**src/rtl/rx_crc_par_pkg.sv**
```systemverilog
// Shared constants and FSM encoding for the parallel receive-side CRC checker.
package rx_crc_par_pkg;

   localparam int          CRC_W_DEF  = 10;
   localparam int          DATA_W_DEF = 54;
   localparam logic [9:0]  POLY_DEF   = 10'h233;
   localparam int          BPC_DEF    = 4;
   localparam int          CNT_W      = 16;

   typedef enum logic [1:0] {
      IDLE = 2'd0,
      CALC = 2'd1,
      DONE = 2'd2
   } state_t;

   function automatic logic [CNT_W-1:0] sat_inc(input logic [CNT_W-1:0] v);
      return (&v) ? v : v + 1'b1;
   endfunction

endpackage

```
**src/rtl/crc_step_comb.sv**
```systemverilog
// Combinational advance of the division remainder by BPC frame bits, MSB first.
module crc_step_comb
   import rx_crc_par_pkg::*;
#(
   parameter int               CRC_W = CRC_W_DEF,
   parameter logic [CRC_W-1:0] POLY  = CRC_W'(POLY_DEF),
   parameter int               BPC   = BPC_DEF
) (
   input  logic [CRC_W-1:0] rem_in,
   input  logic [BPC-1:0]   bits_in,
   output logic [CRC_W-1:0] rem_out
);

   logic [CRC_W-1:0] chain [BPC+1];

   assign chain[0] = rem_in;

   // Each stage shifts one bit into the remainder and subtracts the divisor
   // whenever the bit falling off the top (the x^CRC_W term) is set.
   for (genvar gi = 0; gi < BPC; gi++) begin : g_stage
      assign chain[gi+1] = {chain[gi][CRC_W-2:0], bits_in[BPC-1-gi]}
                         ^ ({CRC_W{chain[gi][CRC_W-1]}} & POLY);
   end

   assign rem_out = chain[BPC];

endmodule

```
**src/rtl/rx_crc_par.sv**
```systemverilog
// Receive CRC checker: divides a whole frame by {1,POLY}, BPC bits per clock,
// and reports the remainder with a valid/ready handshake plus saturating stats.
module rx_crc_par
   import rx_crc_par_pkg::*;
#(
   parameter int               CRC_W  = CRC_W_DEF,
   parameter int               DATA_W = DATA_W_DEF,
   parameter logic [CRC_W-1:0] POLY   = CRC_W'(POLY_DEF),
   parameter int               BPC    = BPC_DEF
) (
   input  logic                    clk,
   input  logic                    rst,
   input  logic                    clr,
   input  logic                    in_vld,
   output logic                    in_rdy,
   input  logic [CRC_W+DATA_W-1:0] in_data,
   output logic                    out_vld,
   input  logic                    out_rdy,
   output logic [CRC_W-1:0]        out_rem,
   output logic                    out_err,
   output logic [CNT_W-1:0]        frm_cnt,
   output logic [CNT_W-1:0]        err_cnt,
   input  logic                    stat_clr
);

   localparam int FRAME_W = CRC_W + DATA_W;
   localparam int N_BEATS = FRAME_W / BPC;
   localparam int BEAT_W  = (N_BEATS > 1) ? $clog2(N_BEATS) : 1;

   if ((BPC < 1) || (BPC > FRAME_W) || ((FRAME_W % BPC) != 0)) begin : g_param_check
      $error("rx_crc_par: BPC=%0d must divide CRC_W+DATA_W=%0d", BPC, FRAME_W);
   end

   state_t               state_reg;
   state_t               state_next;
   logic [FRAME_W-1:0]   frame_reg;
   logic [CRC_W-1:0]     rem_reg;
   logic [CRC_W-1:0]     rem_step;
   logic [BEAT_W-1:0]    beat_reg;
   logic                 out_vld_reg;
   logic [CRC_W-1:0]     out_rem_reg;
   logic                 out_err_reg;
   logic [CNT_W-1:0]     frm_cnt_reg;
   logic [CNT_W-1:0]     err_cnt_reg;
   logic                 last_beat;
   logic                 done_hs;

   crc_step_comb #(
      .CRC_W (CRC_W),
      .POLY  (POLY),
      .BPC   (BPC)
   ) u_step (
      .rem_in  (rem_reg),
      .bits_in (frame_reg[FRAME_W-1 -: BPC]),
      .rem_out (rem_step)
   );

   assign last_beat = (beat_reg == BEAT_W'(N_BEATS - 1));
   assign done_hs   = (state_reg == DONE) && out_vld_reg && out_rdy && !clr;

   always_ff @(posedge clk or posedge rst) begin
      if (rst) begin
         state_reg <= IDLE;
      end else begin
         state_reg <= state_next;
      end
   end

   always_comb begin
      state_next = state_reg;
      if (clr) begin
         state_next = IDLE;
      end else begin
         case (state_reg)
            IDLE:    if (in_vld)                 state_next = CALC;
            CALC:    if (last_beat)              state_next = DONE;
            DONE:    if (out_vld_reg && out_rdy) state_next = IDLE;
            default:                             state_next = IDLE;
         endcase
      end
   end

   always_ff @(posedge clk or posedge rst) begin
      if (rst) begin
         frame_reg   <= '0;
         rem_reg     <= '0;
         beat_reg    <= '0;
         out_vld_reg <= 1'b0;
         out_rem_reg <= '0;
         out_err_reg <= 1'b0;
      end else if (clr) begin
         out_vld_reg <= 1'b0;
      end else begin
         case (state_reg)
            IDLE: begin
               if (in_vld) begin
                  frame_reg <= in_data;
                  rem_reg   <= '0;
                  beat_reg  <= '0;
               end
            end
            CALC: begin
               frame_reg <= frame_reg << BPC;
               rem_reg   <= rem_step;
               beat_reg  <= beat_reg + 1'b1;
               // Result is captured straight from the last step so out_vld
               // rises on the same edge the FSM enters DONE.
               if (last_beat) begin
                  out_vld_reg <= 1'b1;
                  out_rem_reg <= rem_step;
                  out_err_reg <= |rem_step;
               end
            end
            DONE: begin
               if (out_rdy) begin
                  out_vld_reg <= 1'b0;
               end
            end
            default: begin
               out_vld_reg <= 1'b0;
            end
         endcase
      end
   end

   always_ff @(posedge clk or posedge rst) begin
      if (rst) begin
         frm_cnt_reg <= '0;
         err_cnt_reg <= '0;
      end else if (stat_clr) begin
         frm_cnt_reg <= '0;
         err_cnt_reg <= '0;
      end else if (done_hs) begin
         frm_cnt_reg <= sat_inc(frm_cnt_reg);
         if (out_err_reg) begin
            err_cnt_reg <= sat_inc(err_cnt_reg);
         end
      end
   end

   assign in_rdy  = (state_reg == IDLE);
   assign out_vld = out_vld_reg;
   assign out_rem = out_rem_reg;
   assign out_err = out_err_reg;
   assign frm_cnt = frm_cnt_reg;
   assign err_cnt = err_cnt_reg;

endmodule

```
**config.mk**
```make
export PLATFORM = sky130hd
export DESIGN_NAME = rx_crc_par
export DESIGN_NICKNAME = d
export VERILOG_FILES = /design/src/rtl/rx_crc_par_pkg.sv /design/src/rtl/crc_step_comb.sv /design/src/rtl/rx_crc_par.sv
export SDC_FILE = /design/constraint.sdc
export NUM_CORES = 1
export LEC_CHECK = 0
export ABC_AREA = 1
export CAP_MARGIN = 30
export CELL_PAD_IN_SITES_DETAIL_PLACEMENT = 0
export CELL_PAD_IN_SITES_GLOBAL_PLACEMENT = 1
export CORE_MARGIN = 10
export CORE_UTILIZATION = 40
export CTS_CLUSTER_SIZE = 16
export DETAILED_ROUTE_END_ITERATION = 10
export DONT_BUFFER_PORTS = 1
export GPL_TIMING_DRIVEN = 0
export HOLD_SLACK_MARGIN = 0.08
export PLACE_DENSITY_LB_ADDON = 0.1
export SLEW_MARGIN = 25
export SYNTH_ARGS = -nofsm -noshare
export SYNTH_HDL_FRONTEND = slang
export SYNTH_SLANG_ARGS = --single-unit
```
**constraint.sdc**
```tcl
create_clock -name clk -period 4.21 [get_ports clk]
set_input_delay 0.421 -clock clk [delete_from_list [all_inputs] [get_ports clk]]
set_output_delay 0.421 -clock clk [all_outputs]
set_load 0.01 [all_outputs]
```
Sequential cells coloured by netlist name:
Bar = 50 µm. Other sequential cells in the stronger grey, the rest of the logic in the fainter grey.
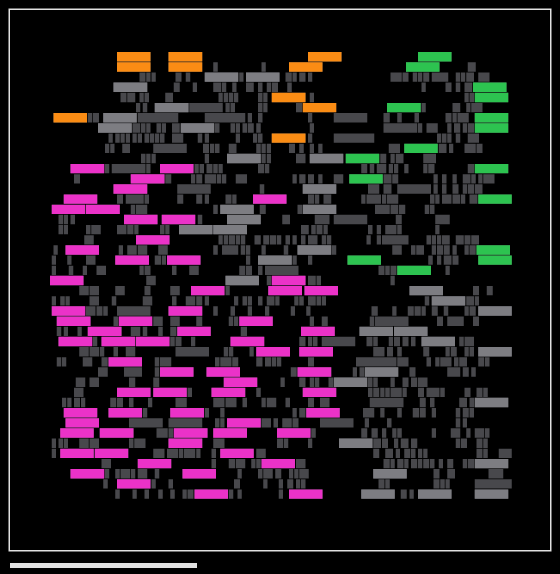
| signal | colour | placed flops |
|---|---|---|
| err_cnt | green | 16 |
| frame_reg | magenta | 64 |
| out_rem | orange | 10 |
Final Util: 0.467
FF+latch area: 3100 µm²
flop share of the area: 0.437

Clock wires, drivers and flops:
Bar = 50 µm.
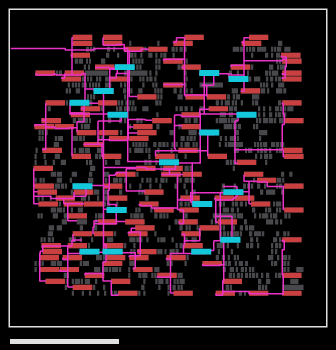
[flip-flops] red | count: 124
[clock drivers] cyan | count: 17
[clock wires] magenta | length: 1800 µm
routed clock nets: 18
reported clock group power: 1.56 mW
Clock Power Share: 0.416
Clock Skews: 0.00668 ns
clk latency late pin: 0.42 ns

Clock routing:
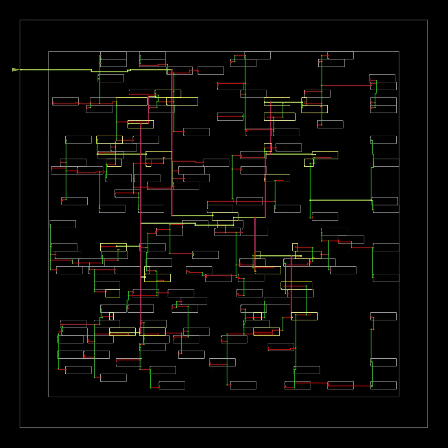
clock buffer count: 20
clk sink count: 124

Placement by cell class:
Fill, decap, tap and diode cells in grey.
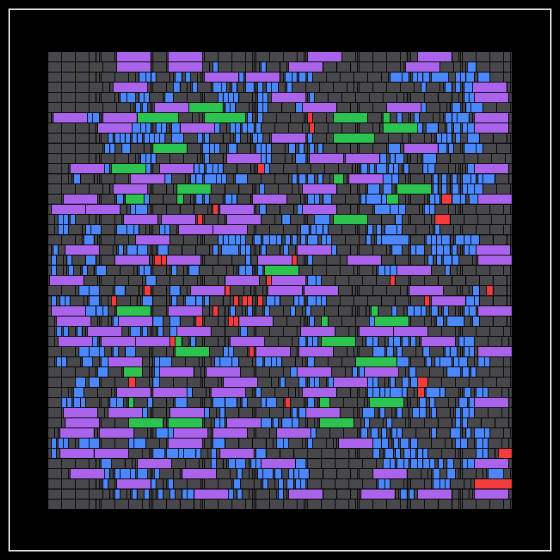
| class | colour | cells |
|---|---|---|
| flops | purple | 124 |
| combinational and other logic | blue | 606 |
| clock drivers and dummy loads | green | 32 |
| other buffers and delay cells | red | 33 |
Rows: 45
Std-Cell Core Area: 15200 µm²

==> out/summary.txt <==
Worst hold endpoint: frame_reg[57]
Critical Path AT: 2.32 ns
Pin count of the biggest net entering global routing: 64
Clk slew on worst S/H paths: 0.06 ns
Asr flop ratio synth: 1.00
Routing usage on met2: 0.273
CTS resizes: 0
Non-clock inverters: 100
Post-DP Area: 6460 µm²
CP Class: reg2reg
Maximum capacitance violations: 0
Final setup fails: 0
DR WL met2: 8.33 mm
Routability Congestion: 0.840
DR iter-0 viols: 303
IO buf count: 0
Most frequent cells in the layout: nand2_1, dfrtp_1, inv_1, o21ai_0, nand3_1
H-tree levels: 4
Pre-Place Util: 0.407
Cell count after synthesis: 761
Critical R2R Launch: state_reg[1]
Post-detail-place hpwl: 13.1 mm
All-Layer GR Usage: 0.172
P_seq: 1.49 mW
Final clock-cell share: 0.0881
Syn Area/Cell: 8.14 µm²
Syn nets: 834
First-pass GRT wire length: 27.5 mm
Crit-path cells: nor2_1 -> inv_1 -> nor2_1 -> nand2_1 -> inv_2 -> clkbuf_1 -> nand2_1 -> o221ai_1
Hold Crit Class: in2reg
Global routing's busiest layer: met2
Worst ir drop on vdd: 288 µV
Crit path depth: 8
DRT Pass-1 Iters: 4
Final ANT Viol Nets: 0
Flops: 124
Cells in synth_stat.txt: 761
Final Hold Fails: 0
Hold_buf cts: 1
Top pwr grp: clock
Crit path max fanout: 10
Metal1 wirelength: 7.47 mm
Sw frac: 0.299
Fin crit period: 2.00 ns
Synth Seq Share: 0.501
Worst reg2reg endpoint: frame_reg[39]
Dominant cell area share: 0.501
Tool warnings: 26
Synth-to-Final Area Change: 14.7%
Post-route DRC violation count: 0
Critical path buffers and inverters: 3
Logic share of the area: 0.363
Layout cells sized above 1: 0.0881
Met3 Use GR: 0.0603
Reg2reg setup slack: 2.21 ns
Top FF cell, synth: dfrtp_1
Min-delay src: in_data[57]
CTS buffer count: 17
Synth Area in Adders: 0.00606
Largest cell class by area: sequential cells
Ao+oa area frac: 0.156
Logic area: 2570 µm²
Main logic family after synthesis: simple AND/OR/NAND/NOR gates
Crit. Startpoint: state_reg[1]
Gate power share: 0.188
Nets@finish: 855
Final wirelength: 17.6 mm
Slowest-stage cell, CP: dfrtp_1
Total power per unit cell area: 529 nW/µm²
Non-filler instance count after layout: 984
Status: finished clean
Die height: 144 µm
Grt met1 use: 0.210
Postcts setup bufs: 0
Well Taps: 188
Cells after DPL: 950
Top cells, area: dfrtp_1, nand2_1, inv_1
Flop and latch count out of synthesis: 124
Fin Setup TNS: 0 ns
No activity file was given, so power comes from the tool's default toggle rates.
